<file path="config.mk">
export PLATFORM = sky130hd
export DESIGN_NAME = key_conditioner
export DESIGN_NICKNAME = d
export VERILOG_FILES = /design/src/rtl/clock_pkg.sv /design/src/rtl/key_channel.sv /design/src/rtl/key_conditioner.sv
export SDC_FILE = /design/constraint.sdc
export NUM_CORES = 1
export LEC_CHECK = 0
export CORE_MARGIN = 2
export CORE_UTILIZATION = 56
export DETAILED_ROUTE_END_ITERATION = 10
export PLACE_DENSITY = 0.77
export SYNTH_ARGS = -nofsm -noshare
export SYNTH_HDL_FRONTEND = slang
export SYNTH_SLANG_ARGS = --single-unit
</file>
<file path="constraint.sdc">
create_clock -name CP -period 4.08 [get_ports CP]
set_input_delay 1.224 -clock CP [delete_from_list [all_inputs] [get_ports CP]]
set_output_delay 1.224 -clock CP [all_outputs]
set_load 0.02 [all_outputs]
</file>
<file path="src/rtl/clock_pkg.sv">
`default_nettype none
// +----------------------------------------------------------------------------+
// | clock_pkg                                                                  |
// | Shared types and default constants for the digital clock front end.        |
// | Revision: 1.0                                                              |
// +----------------------------------------------------------------------------+
package clock_pkg;

    typedef enum logic [1:0] {
        IDLE       = 2'd0,
        DB_PRESS   = 2'd1,
        HELD       = 2'd2,
        DB_RELEASE = 2'd3
    } key_state_t;

    localparam int KEY_ALARM_ACK = 0;
    localparam int KEY_MIN       = 1;
    localparam int KEY_HOUR      = 2;
    localparam int KEY_MODE      = 3;

    // 1 ms debounce tick at a 100 MHz CP
    localparam int c_N_KEYS      = 4;
    localparam int c_TICK_DIV    = 100000;
    localparam int c_DB_TICKS    = 20;
    localparam int c_DELAY_TICKS = 500;
    localparam int c_RATE_TICKS  = 100;

endpackage
`default_nettype wire

</file>
<file path="src/rtl/key_channel.sv">
`default_nettype none
// +----------------------------------------------------------------------------+
// | key_channel                                                                |
// | One key: synchronizer, debounce/hold state machine and repeat counters.    |
// | Revision: 1.0                                                              |
// +----------------------------------------------------------------------------+
module key_channel
    import clock_pkg::*;
#(
    parameter int DB_TICKS    = c_DB_TICKS,
    parameter int DELAY_TICKS = c_DELAY_TICKS,
    parameter int RATE_TICKS  = c_RATE_TICKS
) (
    input  logic clk,
    input  logic rst,
    input  logic i_tick,
    input  logic i_raw,
    output logic o_level,
    output logic o_press,
    output logic o_release,
    output logic o_long
);

    localparam int c_DB_W   = $clog2(DB_TICKS + 1);
    localparam int c_HOLD_W = $clog2(DELAY_TICKS + RATE_TICKS + 1);

    localparam logic [c_DB_W-1:0]   c_DB_ONE   = c_DB_W'(1);
    localparam logic [c_DB_W-1:0]   c_DB_LAST  = c_DB_W'(DB_TICKS - 1);
    localparam logic [c_HOLD_W-1:0] c_HOLD_ONE = c_HOLD_W'(1);
    localparam logic [c_HOLD_W-1:0] c_DELAY    = c_HOLD_W'(DELAY_TICKS);
    localparam logic [c_HOLD_W-1:0] c_REPEAT   = c_HOLD_W'(DELAY_TICKS + RATE_TICKS);

    logic                r_meta;
    logic                r_sync;
    key_state_t          r_state;
    logic [c_DB_W-1:0]   r_db_cnt;
    logic [c_HOLD_W-1:0] r_hold_cnt;
    logic                r_level;
    logic                r_press;
    logic                r_release;
    logic                r_long;

    key_state_t          w_state_nxt;
    logic [c_DB_W-1:0]   w_db_nxt;
    logic [c_HOLD_W-1:0] w_hold_nxt;
    logic [c_HOLD_W-1:0] w_hold_inc;
    logic                w_level_nxt;
    logic                w_press_nxt;
    logic                w_release_nxt;
    logic                w_long_nxt;

    assign w_hold_inc = r_hold_cnt + c_HOLD_ONE;

    always_ff @(posedge clk or posedge rst) begin
        if (rst) begin
            r_meta <= 1'b0;
            r_sync <= 1'b0;
        end else begin
            r_meta <= i_raw;
            r_sync <= r_meta;
        end
    end

    always_ff @(posedge clk or posedge rst) begin
        if (rst) begin
            r_state    <= IDLE;
            r_db_cnt   <= '0;
            r_hold_cnt <= '0;
            r_level    <= 1'b0;
            r_press    <= 1'b0;
            r_release  <= 1'b0;
            r_long     <= 1'b0;
        end else begin
            r_state    <= w_state_nxt;
            r_db_cnt   <= w_db_nxt;
            r_hold_cnt <= w_hold_nxt;
            r_level    <= w_level_nxt;
            r_press    <= w_press_nxt;
            r_release  <= w_release_nxt;
            r_long     <= w_long_nxt;
        end
    end

    always_comb begin
        w_state_nxt   = r_state;
        w_db_nxt      = r_db_cnt;
        w_hold_nxt    = r_hold_cnt;
        w_level_nxt   = r_level;
        w_long_nxt    = r_long;
        w_press_nxt   = 1'b0;
        w_release_nxt = 1'b0;
        case (r_state)
            IDLE: begin
                if (r_sync) begin
                    w_db_nxt    = '0;
                    w_state_nxt = DB_PRESS;
                end
            end
            DB_PRESS: begin
                if (!r_sync) begin
                    w_state_nxt = IDLE;
                end else if (i_tick) begin
                    if (r_db_cnt == c_DB_LAST) begin
                        w_level_nxt = 1'b1;
                        w_press_nxt = 1'b1;
                        w_hold_nxt  = '0;
                        w_state_nxt = HELD;
                    end else begin
                        w_db_nxt = r_db_cnt + c_DB_ONE;
                    end
                end
            end
            HELD: begin
                if (!r_sync) begin
                    w_db_nxt    = '0;
                    w_state_nxt = DB_RELEASE;
                end else if (i_tick) begin
                    w_hold_nxt = w_hold_inc;
                    if (w_hold_inc == c_DELAY) begin
                        w_press_nxt = 1'b1;
                        w_long_nxt  = 1'b1;
                    end else if (w_hold_inc == c_REPEAT) begin
                        // Reload so later repeats recur every RATE_TICKS ticks
                        w_press_nxt = 1'b1;
                        w_hold_nxt  = c_DELAY;
                    end
                end
            end
            DB_RELEASE: begin
                if (r_sync) begin
                    w_state_nxt = HELD;
                end else if (i_tick) begin
                    if (r_db_cnt == c_DB_LAST) begin
                        w_level_nxt   = 1'b0;
                        w_long_nxt    = 1'b0;
                        w_release_nxt = 1'b1;
                        w_state_nxt   = IDLE;
                    end else begin
                        w_db_nxt = r_db_cnt + c_DB_ONE;
                    end
                end
            end
            default: w_state_nxt = IDLE;
        endcase
    end

    assign o_level   = r_level;
    assign o_press   = r_press;
    assign o_release = r_release;
    assign o_long    = r_long;

endmodule
`default_nettype wire

</file>
<file path="src/rtl/key_conditioner.sv">
`default_nettype none
// +----------------------------------------------------------------------------+
// | key_conditioner                                                            |
// | Shared debounce-tick prescaler plus N_KEYS independent key channels.       |
// | Revision: 1.0                                                              |
// +----------------------------------------------------------------------------+
module key_conditioner
    import clock_pkg::*;
#(
    parameter int N_KEYS      = c_N_KEYS,
    parameter int TICK_DIV    = c_TICK_DIV,
    parameter int DB_TICKS    = c_DB_TICKS,
    parameter int DELAY_TICKS = c_DELAY_TICKS,
    parameter int RATE_TICKS  = c_RATE_TICKS
) (
    input  logic              CP,
    input  logic              CLR,
    input  logic [N_KEYS-1:0] key_raw,
    output logic [N_KEYS-1:0] key_level,
    output logic [N_KEYS-1:0] key_press,
    output logic [N_KEYS-1:0] key_release,
    output logic [N_KEYS-1:0] key_long
);

    localparam int c_PRE_W = (TICK_DIV > 1) ? $clog2(TICK_DIV) : 1;
    localparam logic [c_PRE_W-1:0] c_PRE_ONE  = c_PRE_W'(1);
    localparam logic [c_PRE_W-1:0] c_PRE_LAST = c_PRE_W'(TICK_DIV - 1);

    logic [c_PRE_W-1:0] r_prescale;
    logic               r_tick;

    // Free-running; first tick lands TICK_DIV cycles after CLR releases
    always_ff @(posedge CP or posedge CLR) begin
        if (CLR) begin
            r_prescale <= '0;
            r_tick     <= 1'b0;
        end else if (r_prescale == c_PRE_LAST) begin
            r_prescale <= '0;
            r_tick     <= 1'b1;
        end else begin
            r_prescale <= r_prescale + c_PRE_ONE;
            r_tick     <= 1'b0;
        end
    end

    generate
        for (genvar gi = 0; gi < N_KEYS; gi++) begin : g_key
            key_channel #(
                .DB_TICKS    (DB_TICKS),
                .DELAY_TICKS (DELAY_TICKS),
                .RATE_TICKS  (RATE_TICKS)
            ) u_channel (
                .clk       (CP),
                .rst       (CLR),
                .i_tick    (r_tick),
                .i_raw     (key_raw[gi]),
                .o_level   (key_level[gi]),
                .o_press   (key_press[gi]),
                .o_release (key_release[gi]),
                .o_long    (key_long[gi])
            );
        end
    endgenerate

endmodule
`default_nettype wire

</file>
Figure 1. Cell outlines without signal wires (run 1).
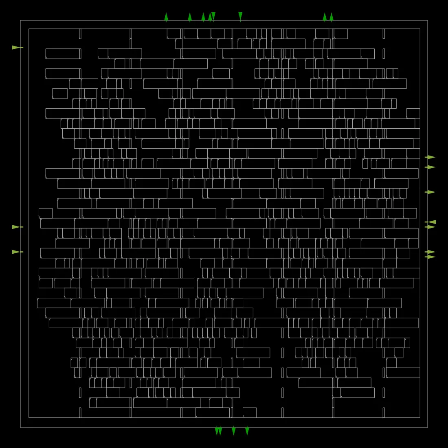
Well-Tap Cells: 143
fraction of area in registers: 0.399
number of flip-flops and latches: 110
Filler Cell Count: 941
number of cell rows: 39

Figure 2. M2 wires (run 1).
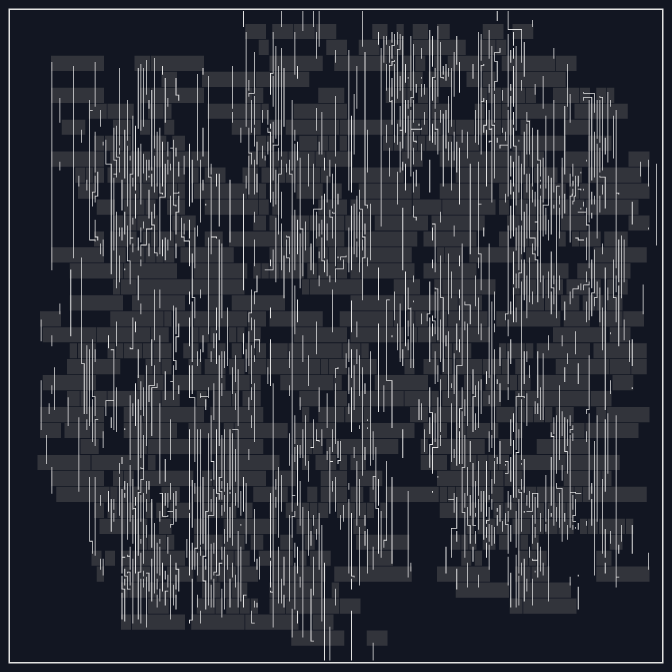
wire length on this layer: 6200 um
share of all routed wire: 50%
nets with wire on the layer: 594

==> summary.rpt, run 1 <==
====================================================================================
Status                                                                     completed
Final wirelength                                                            12500 um
Portion of the post-synthesis area used by sequential elements                 0.429
Fraction of final layout cells with drive strength greater than 1             0.0688
Internal Dissipation                                                       0.00196 W
Final GP Congestion                                                            0.884
Synthesized chip area reported by yosys                                 0.00642 mm^2
Non-filler instance count after layout                                           841
Number of buffer and inverter stages on the critical path                          1
Critical path peak fanout                                                          3
Non-clock buffer area fraction after layout                                   0.0334
IR drop worst, VDD                                                          0.399 mV
Switching share of total power                                                 0.334
Count of TritonRoute iterations in the first routing pass                          5
Maximum number of pins on one net before global-route repair                      86
Setup TNS                                                                       0 ns
Cell depth of the worst min-delay path                                             0
Slowest cell on the critical path                                       sky130_fd_sc_hd__clkdlybuf4s50_1
Antenna Cells                                                                      0
Yosys cell types                                                                  73
Sink Count                                                                       110
Clock Tree Buf Depth                                                               2
Clock insertion delay at the later pin of the skew report                    0.35 ns
Launching instance or port of the critical path                         g_key[1].u_channel.o_level
Fraction of the mapped netlist area in adder cells                            0.0487
Total DRC errors in the routed layout                                              0
Warnings from Yosys                                                                0
Power in the clock group                                                  0.000877 W
Time the worst path needs with I/O delays and setup                          2.57 ns
Synth Area in Simple Gates                                                     0.240
Worst hold margin                                                           0.352 ns
Unrepaired setup endpoints after global routing                                false
Met3 wire len                                                                 429 um
Register with the most flip-flops                                       g_key.u_channel.r_hold_cnt
Count of state elements after synthesis                                          110
Buffer cell driving the clock tree root                                 sky130_fd_sc_hd__clkbuf_16
First-pass GRT wire length                                                  21600 um
Total instance count after detailed placement                                    825
Cts bufs inserted                                                                  9
Pre-CTS worst setup slack                                                    1.55 ns
Syn_area_per_cell                                                          9.14 um^2
Clock slew at reported path FFs                                              0.07 ns
Total nets after synthesis                                                       734
Post-CTS setup-driven buffer insertion count                                       0
Count of input and output buffers                                                 21
Top cell excl fill/tap                                                  sky130_fd_sc_hd__dfrtp_1
Die Y                                                                         111 um
WP data required                                                             2.86 ns
Hold WC Path Type                                                            reg2reg
CP arrival                                                                   1.35 ns
Grt met3 use                                                                  0.0416
Max-cap violations                                                                 0
Total count of max-transition violations in the final report                       0
Multi-Input Combinational                                                        525
Clk pwr share                                                                  0.299
CTS tree                                                                       built
Largest delay share family, worst path                                  buffers and inverters
Worst Tran Pin Value                                                        0.789 ns
Max transition margin                                                          0.473
Dominant kind of combinational cell                                     simple AND/OR/NAND/NOR gates
Overall global routing resource usage                                          0.209
Global-route met1 utilization                                                  0.261
Mux frac, synth                                                               0.0232
Met2 routed WL                                                               6200 um
Least setup slack across all paths after layout                              1.51 ns
Kind of start point of the critical path                                    register
Critical path class                                                          reg2out
Worst clock skew on the final layout                                      0.00596 ns
Commonest cells in the synthesized netlist                              sky130_fd_sc_hd__dfrtp_1 (110), sky130_fd_sc_hd__nand2_1 (77), sky130_fd_sc_hd__nor2_1 (73)
Dominant logic cell types in the final layout                           sky130_fd_sc_hd__dfrtp_1 (110), sky130_fd_sc_hd__nand2_1 (77), sky130_fd_sc_hd__nor2_1 (73)
Footprint of the multi-input gates                                      0.00334 mm^2
Area growth syn-to-layout                                                      7.38%
Number of cells in Yosys stat                                                    703
Startpoint of the worst register-to-register path                       g_key[3].u_channel.r_state[0]
Critical Path Stages                                                               1
Proportion of synthesized flip-flops having asynchronous set or reset           1.00
Number of global-route vias before repair                                       4875
Number of non-clock buffers in the layout                                         22
====================================================================================
Figure 3. Selected gate families (run 1).
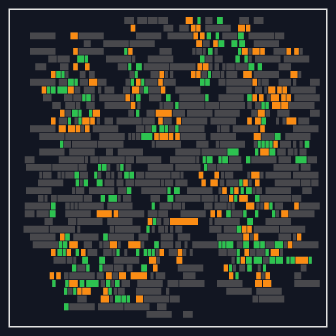
legend:
  inverting AOI/OAI gates:
    colour: orange
    cells: 132
    where: spread over the die
  NAND gates:
    colour: green
    cells: 159
    where: spread over the die

==> run 1 -> run 2 <==
==> constraint.sdc (replaced) <==
create_clock -name CP -period 2.2 [get_ports CP]
set_input_delay 0.66 -clock CP [delete_from_list [all_inputs] [get_ports CP]]
set_output_delay 0.66 -clock CP [all_outputs]
set_load 0.02 [all_outputs]
==> run 2 against run 1 <==
Compared with the run above:
- highest routed layer unchanged
- cell count up 2.7%
- first-iteration DRC count is 4.2% higher
- largest cell class unchanged
- sequential power rose by 87%
==> summary.rpt, run 2 <==
===========================================================================================
Worst Tran Pin Value                                                               0.557 ns   was 0.789 ns
Count of state elements after synthesis                                                 110   unchanged
Number of non-clock buffers in the layout                                                45   was 22
Mux frac, synth                                                                      0.0232   unchanged
Sequential fraction of design power                                                   0.382   was 0.423
Startpoint of the worst register-to-register path                              g_key[3].u_channel.r_db_cnt[0]   was g_key[3].u_channel.r_state[0]
Highest clock frequency the design can meet                                         461 MHz
Internal Dissipation                                                              0.00408 W   was 0.00196 W
Area growth syn-to-layout                                                             13.0%   was 7.38%
XOR/XNOR Area Share                                                                  0.0436   unchanged
Portion of the post-synthesis area used by sequential elements                        0.429   unchanged
Maximum number of pins on one net before global-route repair                             34   was 86
Clock Tree Buf Depth                                                                      2   unchanged
Met3 wire len                                                                        478 um   was 429 um
Registers with the highest flip-flop counts                                    g_key.u_channel.r_hold_cnt: 40 flops, g_key.u_channel.r_db_cnt: 20 flops, r_prescale: 17 flops   unchanged
Post-Syn Instances                                                                      703   unchanged
Filler Cell Count                                                                       909   was 941
Non-filler instance count after layout                                                  864   was 841
Sink Count                                                                              110   unchanged
Dominant logic cell types in the final layout                                  sky130_fd_sc_hd__dfrtp_1 (109), sky130_fd_sc_hd__nand2_1 (76), sky130_fd_sc_hd__nor2_1 (73)   was sky130_fd_sc_hd__dfrtp_1 (110), sky130_fd_sc_hd__nand2_1 (77), sky130_fd_sc_hd__nor2_1 (73)
Commonest cells in the synthesized netlist                                     sky130_fd_sc_hd__dfrtp_1 (110), sky130_fd_sc_hd__nand2_1 (77), sky130_fd_sc_hd__nor2_1 (73)   unchanged
Hold WC Path Type                                                                   reg2reg   unchanged
Number of buffer and inverter stages on the critical path                                 0   was 1
Power in the clock group                                                          0.00190 W   was 0.000877 W
End point of the critical path                                                 g_key[3].u_channel.r_db_cnt[4]   was key_level[1]
Critical path class                                                                 reg2reg   was reg2out
Non-clock buffer area fraction after layout                                          0.0590   was 0.0334
Die Y                                                                                111 um   unchanged
Syn_area_per_cell                                                                 9.14 um^2   unchanged
Clock slew at reported path FFs                                                     0.08 ns   was 0.07 ns
Antenna Cells                                                                             0   unchanged
CTS H-tree depth                                                                          3   unchanged
Largest contributor to cell area by class                                      combinational gates   unchanged
# nets final                                                                            747   was 724
Met1 routed wirelength after detailed routing                                       5960 um   was 5640 um
Top cell excl fill/tap                                                         sky130_fd_sc_hd__dfrtp_1   unchanged
Setup TNS                                                                              0 ns   unchanged
Synth Area in Simple Gates                                                            0.240   unchanged
Inverter tally of the final layout excluding the clock network                           25   unchanged
Critical Path Stages                                                                      7   was 1
Status                                                                            completed   unchanged
Final setup violation count                                                               0   unchanged
Global-route met1 utilization                                                         0.286   was 0.261
Proportion of synthesized flip-flops having asynchronous set or reset                  1.00   unchanged
Slowest cell on the critical path                                              sky130_fd_sc_hd__dfrtp_1   was sky130_fd_sc_hd__clkdlybuf4s50_1
Count of warning messages emitted by the tools                                           38   unchanged
Warnings from Yosys                                                                       0   unchanged
Worst setup EP type                                                                register   was output pin
Switching share of total power                                                        0.327   was 0.334
Pre-CTS worst setup slack                                                         0.0541 ns   was 1.55 ns
PD cells                                                                        835 mW/mm^2   was 426 mW/mm^2
WP data required                                                                    2.45 ns   was 2.86 ns
Number of design-rule violations left by the first detailed-router iteration            444   was 426
Total count of max-transition violations in the final report                              0   unchanged
Yosys cell types                                                                         73   unchanged
Clock insertion delay at the later pin of the skew report                           0.36 ns   was 0.35 ns
Well-Tap Cells                                                                          143   unchanged
Dominant kind of combinational cell                                            simple AND/OR/NAND/NOR gates   unchanged
Chip area                                                                       0.0123 mm^2   unchanged
Cts bufs inserted                                                                         9   unchanged
Number of flip-flops and latches                                                        110   unchanged
Count of TritonRoute iterations in the first routing pass                                 5   unchanged
Worst Reg-to-Reg Cells                                                                    7   unchanged
Area of the mapped netlist                                                     0.00642 mm^2   unchanged
IO Pins                                                                                  22   unchanged
Leading cell types by total area after synthesis                               sky130_fd_sc_hd__dfrtp_1 (43%), sky130_fd_sc_hd__ha_1 (4.9%), sky130_fd_sc_hd__nand2_1 (4.5%)   unchanged
Critical path peak fanout                                                                 6   was 3
Power Sequential                                                                  0.00232 W   was 0.00124 W
Worst hold margin                                                                  0.351 ns   was 0.352 ns
CLK BUF                                                                                  10   unchanged
Antenna violations before repair                                                          0   unchanged
Total instance count after detailed placement                                           840   was 825
Overall global routing resource usage                                                 0.222   was 0.209
Post-cts resize count                                                                     0   unchanged
CP arrival                                                                          2.42 ns   was 1.35 ns
Least setup slack across all paths after layout                                   0.0285 ns   was 1.51 ns
Post-route ant nets                                                                       0   unchanged
Number of global-route vias before repair                                              5177   was 4875
Share of final layout cell area taken by clock buffers and inverters                 0.0490   was 0.0435
Met2 routed WL                                                                      6650 um   was 6200 um
Final wirelength                                                                   13400 um   was 12500 um
Count of flip-flops with a built-in enable after synthesis                                0   unchanged
Register with the most flip-flops                                              g_key.u_channel.r_hold_cnt   unchanged
Buffer cell driving the clock tree root                                        sky130_fd_sc_hd__clkbuf_16   unchanged
Largest delay share family, worst path                                         AND-OR/OR-AND gates   was buffers and inverters
IR drop worst, VDD                                                                 0.440 mV   was 0.399 mV
Fraction of synthesized cell area taken by the top area cell type                     0.429   unchanged
Global-route met2 utilization                                                         0.371   was 0.363
Static leakage                                                                      3.10 nW   was 2.93 nW
Overall die width                                                                    111 um   unchanged
First-pass GRT wire length                                                         23000 um   was 21600 um
Number of cell rows                                                                      39   unchanged
Worst clock skew on the final layout                                             0.00961 ns   was 0.00596 ns
Time the worst path needs with I/O delays and setup                                 2.17 ns
Fraction of final layout cells with drive strength greater than 1                     0.119   was 0.0688
Gr busiest metal                                                                       met2   unchanged
Logic share of the area                                                               0.474   was 0.484
Total nets after synthesis                                                              734   unchanged
Clk pwr share                                                                         0.313   was 0.299
Max transition margin                                                                 0.629   was 0.473
Aoi share                                                                             0.165   unchanged
R2r endpoint                                                                   g_key[3].u_channel.r_db_cnt[4]   unchanged
Multi-Input Combinational                                                               525   unchanged
Footprint of the multi-input gates                                             0.00344 mm^2   was 0.00334 mm^2
Average detailed-routed wire length per instance                                    15.5 um   was 14.8 um
Via density per instance                                                               6.14   was 6.05
Fraction of the mapped netlist area in adder cells                                   0.0487   unchanged
Total count of hold-check failures in the final report                                    0   unchanged
CTS tree                                                                              built   unchanged
Total DRC errors in the routed layout                                                     0   unchanged
Count of input and output buffers                                                        21   unchanged
Max-cap violations                                                                        0   unchanged
Post-CTS setup-driven buffer insertion count                                              0   unchanged
Part of the cycle the worst path needs                                                0.987
Final GP Congestion                                                                   0.875   was 0.884
Grt met3 use                                                                         0.0372   was 0.0416
Launching instance or port of the critical path                                g_key[3].u_channel.r_db_cnt[0]   was g_key[1].u_channel.o_level
Post-synthesis cell type with the largest combined area                        sky130_fd_sc_hd__dfrtp_1   unchanged
Cell depth of the worst min-delay path                                                    0   unchanged
Number of cells in Yosys stat                                                           703   unchanged
Synthesized chip area reported by yosys                                        0.00642 mm^2   unchanged
Kind of start point of the critical path                                           register   unchanged
Most frequent cell after synthesis                                             sky130_fd_sc_hd__dfrtp_1   unchanged
Largest power group                                                               registers   unchanged
===========================================================================================
Figure 4. Cells coloured by class (run 2).
The bar under the picture is 20 um long.
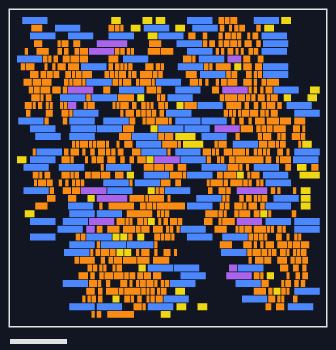
legend:
  other buffers and delay cells:
    colour: yellow
    cells: 45
    share_of_their_area: 6.0%
  all other logic:
    colour: orange
    cells: 550
    share_of_their_area: 50%
  flip-flops:
    colour: blue
    cells: 110
    share_of_their_area: 39%
  clock drivers and dummy loads:
    colour: purple
    cells: 16
    share_of_their_area: 5.0%
Core Util, Final: 0.641
fraction of area in registers: 0.379
post-layout instance area: 0.00726 mm^2
area of the core region: 0.0113 mm^2

Figure 5. M2 wires (run 2).
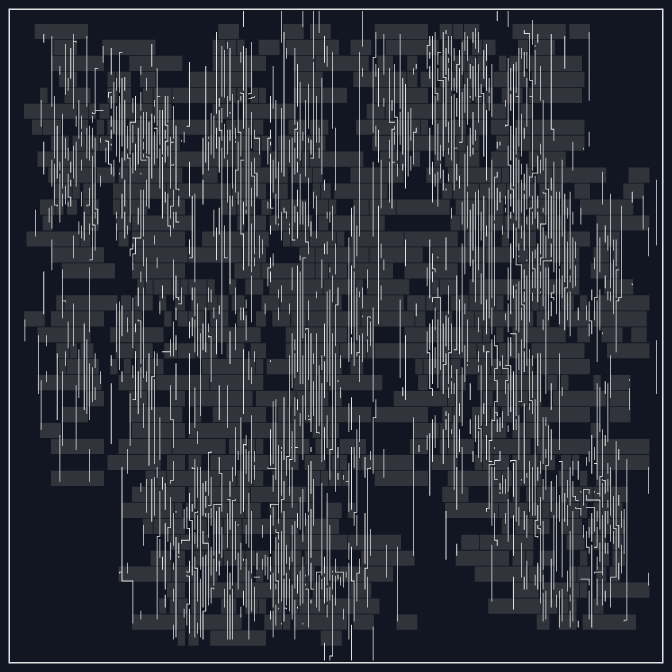
longest straight run: 35.0 um
share of all routed wire: 50%

==> run 2 -> run 3 <==
--- a/config.mk
+++ b/config.mk
@@ -9,6 +9,7 @@
 export CORE_UTILIZATION = 56
 export DETAILED_ROUTE_END_ITERATION = 10
 export PLACE_DENSITY = 0.77
+export RECOVER_POWER = 50
 export SYNTH_ARGS = -nofsm -noshare
 export SYNTH_HDL_FRONTEND = slang
 export SYNTH_SLANG_ARGS = --single-unit
==> constraint.sdc (replaced) <==
create_clock -name CP -period 1.9 [get_ports CP]
set_input_delay 0.57 -clock CP [delete_from_list [all_inputs] [get_ports CP]]
set_output_delay 0.57 -clock CP [all_outputs]
set_load 0.02 [all_outputs]
==> run 3 against run 2 <==
Compared with the run above:
- largest power group is now combinational logic
- design area grew 9.7%
- power grew 19%
- via count grew 6.7%
- die area is the same
- the run now ends with setup timing left
- clock skew shrank 0.0028 ns
- register-to-register slack lost 0.05 ns
- hold slack gained 0.00094 ns
- critical path depth shrank 1
- sequential cell count is the same
==> summary.rpt, run 3 <==
===========================================================================================
Status                                                                         complete, but fails checks   was completed
Failing checks                                                                 setup timing
Part of the cycle the worst path needs                                                 1.01   was 0.987
Hold WC Path Type                                                                   reg2reg   unchanged
Yosys cell types                                                                         73   unchanged
Global-route met2 utilization                                                         0.394   was 0.371
Fraction of the mapped netlist area in adder cells                                   0.0487   unchanged
Leading cell types by total area after synthesis                               sky130_fd_sc_hd__dfrtp_1 (43%), sky130_fd_sc_hd__ha_1 (4.9%), sky130_fd_sc_hd__nand2_1 (4.5%)   unchanged
Number of flip-flops and latches                                                        110   unchanged
Pre-CTS worst setup slack                                                        -0.0626 ns   was 0.0541 ns
Number of global-route vias before repair                                              5393   was 5177
Final setup violation count                                                               6   was 0
Mux frac, synth                                                                      0.0232   unchanged
Count of state elements after synthesis                                                 110   unchanged
Setup TNS                                                                        -0.0749 ns   was 0 ns
Critical Path Stages                                                                      6   was 7
Filler Cell Count                                                                       821   was 909
Internal Dissipation                                                              0.00466 W   was 0.00408 W
Grt met3 use                                                                         0.0590   was 0.0372
Via density per instance                                                               6.07   was 6.14
Total count of hold-check failures in the final report                                    0   unchanged
CTS tree                                                                              built   unchanged
Worst Reg-to-Reg Cells                                                                    6   was 7
Proportion of synthesized flip-flops having asynchronous set or reset                  1.00   unchanged
Startpoint of the worst register-to-register path                              g_key[0].u_channel.r_hold_cnt[1]   was g_key[3].u_channel.r_db_cnt[0]
IR drop worst, VDD                                                                  1.05 mV   was 0.440 mV
Count of warning messages emitted by the tools                                           40   was 38
PD cells                                                                        910 mW/mm^2   was 835 mW/mm^2
Sequential fraction of design power                                                   0.369   was 0.382
Clock Tree Buf Depth                                                                      2   unchanged
R2r endpoint                                                                   g_key[0].u_channel.o_press   was g_key[3].u_channel.r_db_cnt[4]
Buffer cell driving the clock tree root                                        sky130_fd_sc_hd__clkbuf_16   unchanged
WP data required                                                                    2.16 ns   was 2.45 ns
Worst hold margin                                                                  0.352 ns   was 0.351 ns
Average detailed-routed wire length per instance                                    16.2 um   was 15.5 um
Inverter tally of the final layout excluding the clock network                           25   unchanged
Synth Area in Simple Gates                                                            0.240   unchanged
Count of flip-flops with a built-in enable after synthesis                                0   unchanged
Share of final layout cell area taken by clock buffers and inverters                 0.0344   was 0.0490
Warnings from Yosys                                                                       0   unchanged
CLK BUF                                                                                  10   unchanged
Overall global routing resource usage                                                 0.234   was 0.222
Dominant logic cell types in the final layout                                  sky130_fd_sc_hd__dfrtp_1 (106), sky130_fd_sc_hd__buf_4 (84), sky130_fd_sc_hd__nand2_1 (73)   was sky130_fd_sc_hd__dfrtp_1 (109), sky130_fd_sc_hd__nand2_1 (76), sky130_fd_sc_hd__nor2_1 (73)
Aoi share                                                                             0.165   unchanged
IO Pins                                                                                  22   unchanged
Worst setup EP type                                                                register   unchanged
Number of cell rows                                                                      39   unchanged
Most frequent cell after synthesis                                             sky130_fd_sc_hd__dfrtp_1   unchanged
Switching share of total power                                                        0.356   was 0.327
Syn_area_per_cell                                                                 9.14 um^2   unchanged
CTS H-tree depth                                                                          3   unchanged
Critical path class                                                                 reg2reg   unchanged
Fraction of final layout cells with drive strength greater than 1                     0.262   was 0.119
End point of the critical path                                                 g_key[0].u_channel.o_press   was g_key[3].u_channel.r_db_cnt[4]
Max transition margin                                                                 0.349   was 0.629
Power Sequential                                                                  0.00267 W   was 0.00232 W
Total nets after synthesis                                                              734   unchanged
Portion of the post-synthesis area used by sequential elements                        0.429   unchanged
Footprint of the multi-input gates                                             0.00371 mm^2   was 0.00344 mm^2
Logic share of the area                                                               0.467   was 0.474
Count of input and output buffers                                                        21   unchanged
Area growth syn-to-layout                                                             23.9%   was 13.0%
Post-cts resize count                                                                    25   was 0
Global-route met1 utilization                                                         0.295   was 0.286
Dominant kind of combinational cell                                            simple AND/OR/NAND/NOR gates   unchanged
Post-route ant nets                                                                       0   unchanged
Gr busiest metal                                                                       met2   unchanged
Total DRC errors in the routed layout                                                     0   unchanged
Top cell excl fill/tap                                                         sky130_fd_sc_hd__dfrtp_1   unchanged
Largest delay share family, worst path                                         AND-OR/OR-AND gates   unchanged
Slowest cell on the critical path                                              sky130_fd_sc_hd__dfrtp_1   unchanged
Static leakage                                                                      3.58 nW   was 3.10 nW
Synthesized chip area reported by yosys                                        0.00642 mm^2   unchanged
Total count of max-transition violations in the final report                              0   unchanged
CP arrival                                                                          2.19 ns   was 2.42 ns
Cts bufs inserted                                                                         9   unchanged
Cell depth of the worst min-delay path                                                    0   unchanged
Kind of start point of the critical path                                           register   unchanged
Largest power group                                                            combinational logic   was registers
Total instance count after detailed placement                                           897   was 840
Multi-Input Combinational                                                               525   unchanged
Number of non-clock buffers in the layout                                               114   was 45
Max-cap violations                                                                        0   unchanged
Launching instance or port of the critical path                                g_key[0].u_channel.r_hold_cnt[1]   was g_key[3].u_channel.r_db_cnt[0]
Maximum number of pins on one net before global-route repair                             41   was 34
First-pass GRT wire length                                                         24100 um   was 23000 um
Final GP Congestion                                                                   0.916   was 0.875
Post-Syn Instances                                                                      703   unchanged
Chip area                                                                       0.0123 mm^2   unchanged
# nets final                                                                            816   was 747
Least setup slack across all paths after layout                                  -0.0228 ns   was 0.0285 ns
Number of buffer and inverter stages on the critical path                                 0   unchanged
Highest clock frequency the design can meet                                         520 MHz   was 461 MHz
Number of design-rule violations left by the first detailed-router iteration            613   was 444
Largest contributor to cell area by class                                      combinational gates   unchanged
===========================================================================================
Figure 6. Clock distribution (run 3).
The bar under the picture is 20 um long.
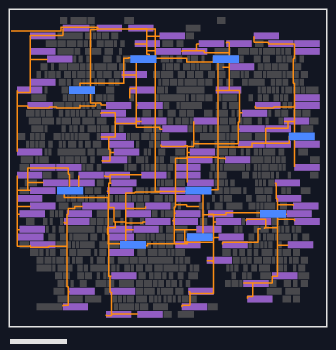
legend:
  cells driving clock nets:
    colour: blue
    count: 9
  clock wires:
    colour: orange
    length: 1380 um
  flip-flops:
    colour: purple
    count: 110
flops lie: spread over the die
routed clock nets: 10
clock insertion delay at the later pin of the skew report: 0.36 ns
power in the clock group: 0.00178 W
Clk pwr share: 0.246
worst clock skew on the final layout: 0.00677 ns

Figure 7. Cells coloured by class (run 3).
The bar under the picture is 20 um long.
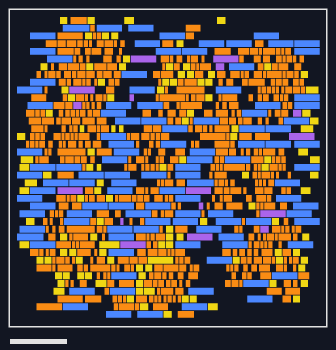
legend:
  clock drivers and dummy loads:
    colour: purple
    cells: 16
    share_of_their_area: 3.5%
  all other logic:
    colour: orange
    cells: 550
    share_of_their_area: 49%
  flip-flops:
    colour: blue
    cells: 110
    share_of_their_area: 35%
  other buffers and delay cells:
    colour: yellow
    cells: 114
    share_of_their_area: 12%
Core Util, Final: 0.703
fraction of area in registers: 0.346
post-layout instance area: 0.00796 mm^2

No activity file was given, so power comes from the tool's default toggle rates.
